Design cdce_iic_encoder, sky130hd; sources not shown.
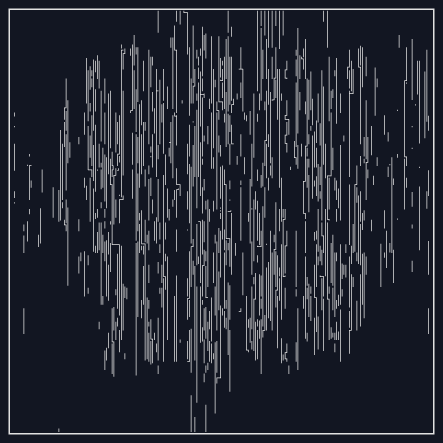
*Metal 2*
Scale: 4 px per um.
share of all routed wire: 49%
wire length on this layer: 4990 um
main direction: vertical
Detailed Route WL: 10.17 mm
GR Layer Usage met2: 33.59%
total number of vias: 2914

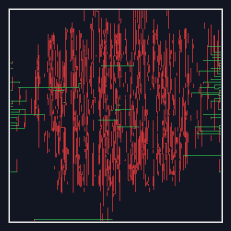
*Signal wires by layer*
Scale: 2 px per um. Two of the layers only.
[metal 2] red | wire length: 4990 um
[metal 3] green | wire length: 368 um
Overall Global Routing Usage: 18.98%
WL per Instance: 18.73 um

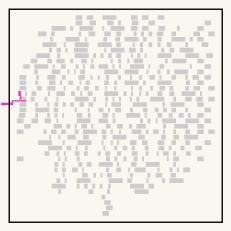
*Wires at chosen ports, followed through buffers*
Scale: 2 px per um.
[`s_axis_tready`] magenta | bits: 1 | direction: output | end cells: 1 | buffers: 1 | wire: 11.7 um
number of placed I/O pins: 71
count of buffers inserted at the top-level ports: 62

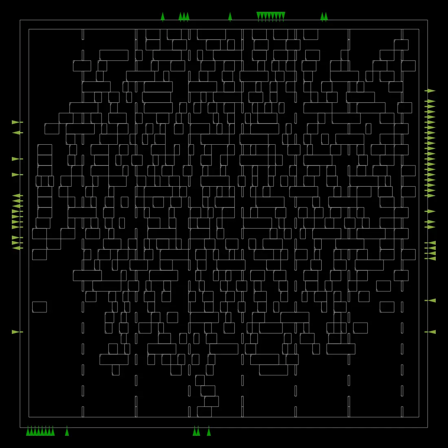
*Placed standard cells*
Std-Cell Rows: 37
Finished Core Util: 35.28%
placeable core area: 10180 um^2

==> qor.rpt <==
RUN STATUS
----------------------------------------------------------------------------------
Status .............................................................. finished, final reports clean

POWER
----------------------------------------------------------------------------------
Power density relative to cell area ................................. 1082 nW/um^2
Internal portion of total power .....................................      2082 uW
Largest vdd supply drop .............................................  0.0003100 V
Flop pwr share ......................................................        26.8%
Top pwr grp ......................................................... combinational cells

FINAL TIMING
----------------------------------------------------------------------------------
Total negative slack ................................................         0 ns
Number of setup violations in the final report ......................            0
Top achievable clock speed ..........................................   0.3786 GHz
Final slew viol count ...............................................            0
Headroom to the max-slew limit ......................................       55.09%
Final Hold Violating Endpoints ......................................            0
Skew final ..........................................................  0.008509 ns

CLOCK TREE
----------------------------------------------------------------------------------
H-tree level count ..................................................            2
Worst-path clk slew .................................................      0.10 ns
Root Buffer Master .................................................. sky130_fd_sc_hd__clkbuf_8
Setup repair bufs after CTS .........................................            0
Number of hold-repair buffers added at the cts stage ................            0
Worst skew pair latency .............................................      0.30 ns
Max Root-Sink Buffers ...............................................            2

LAYOUT
----------------------------------------------------------------------------------
Total area of sequential cells ......................................   980.9 um^2
Antenna fix cells ...................................................            0
Area of combinational cells with multiple inputs ....................    1545 um^2
Flip-flop count of the largest register, all copies and words added .           19
Register fraction of the total cell area ............................       27.30%
Fraction of area in multi-input gates ...............................       43.00%
Nonclk inv count ....................................................           13
Multi-input gate count ..............................................          261
Area growth from synthesis to final layout ..........................       28.56%
Largest class ....................................................... multi-input combinational cells
Fraction of final layout cells with drive strength greater than 1 ...       8.108%
Fraction of cell area in non-clock buffers ..........................       21.10%
Leading cell types in the layout, fill and taps excluded ............ sky130_fd_sc_hd__clkdlybuf4s50_1, sky130_fd_sc_hd__nand2_1, sky130_fd_sc_hd__dfxtp_1, sky130_fd_sc_hd__a21oi_1, sky130_fd_sc_hd__o21ai_0
Count of plain and timing-repair buffers in the layout ..............           77

SYNTHESIS
----------------------------------------------------------------------------------
Number of synthesized flops with an enable pin ......................            0
Ys cells ............................................................          364
Yosys top cell by area .............................................. sky130_fd_sc_hd__dfxtp_1
Synthesized netlist net count .......................................          408
Post-synth area hogs ................................................ sky130_fd_sc_hd__dfxtp_1, sky130_fd_sc_hd__a21oi_1, sky130_fd_sc_hd__nand2_1
Most used flip-flop cell ............................................ sky130_fd_sc_hd__dfxtp_1
Count of distinct cell types in the synthesized netlist .............           46
Count of synthesis-stage warnings from yosys ........................            0
Asr flop ratio synth ................................................           0%

WORST SETUP PATH
----------------------------------------------------------------------------------
Critical Path Source Type ........................................... primary input
Crit-path cells ..................................................... clkdlybuf4s50_1 -> or4_1 -> or4_1 -> o21ai_2 -> buf_12 -> o21ai_0 -> a21oi_1
Endpoint type of the worst setup path ...............................    flip-flop
Reg2Reg Depth .......................................................            5
Standard cell with the maximum stage delay on the critical path ..... sky130_fd_sc_hd__or4_1
CP Data Arrival Time ................................................      2.88 ns
Register-to-register setup slack ....................................      0.44 ns
Worst-path maximum fanout ...........................................           32

DRT
----------------------------------------------------------------------------------
Top layer used by detailed routing ..................................         met4
Post-route ant nets .................................................            0
Number of iterations in the first detailed-routing pass .............            4
DRT met1 WL .........................................................     4.697 mm

DIE
----------------------------------------------------------------------------------
TAP cells ...........................................................          136
Die height ..........................................................     105.7 um
Pre-placement core utilization ......................................       27.44%

PLACEMENT
----------------------------------------------------------------------------------
RD Place Congestion .................................................       0.7835
Detailed-placement wirelength estimate ..............................     7.535 mm
Worst slack, placed .................................................   0.08919 ns

GLOBAL ROUTE
----------------------------------------------------------------------------------
Peak-usage layer in the global routing report .......................         met2
Met1 track demand over resource .....................................       23.95%
Antenna violations before repair ....................................            0
Wire length of the first global-routing pass ........................     16.93 mm

MIN PATH
----------------------------------------------------------------------------------
Path type of the worst min-delay path ...............................   reg -> reg

## logic make-up (layout without fill, tap and decap cells)
group           after synthesis  in the layout  share of synthesized area [%]
fa+ha+maj                     8              8                          3.581
simple gates                120            120                          21.31
compound gates              126            126                          27.75
flops                        49             49                          35.09
buf+inv                      54             97                          9.758
mux                           7              7                          2.507
## stage by stage
stage	hold WS [ns]	cells	instance area (um^2)
6_report	0.4677	543	3593
3_3_place_gp	0.4450	536	3503
5_1_grt	0.4936	543	3593
4_1_cts	0.4673	543	3593
2_1_floorplan	0.4342	364	2795
3_5_place_dp	0.4537	536	3503
Power and IR drop assume default switching activity.
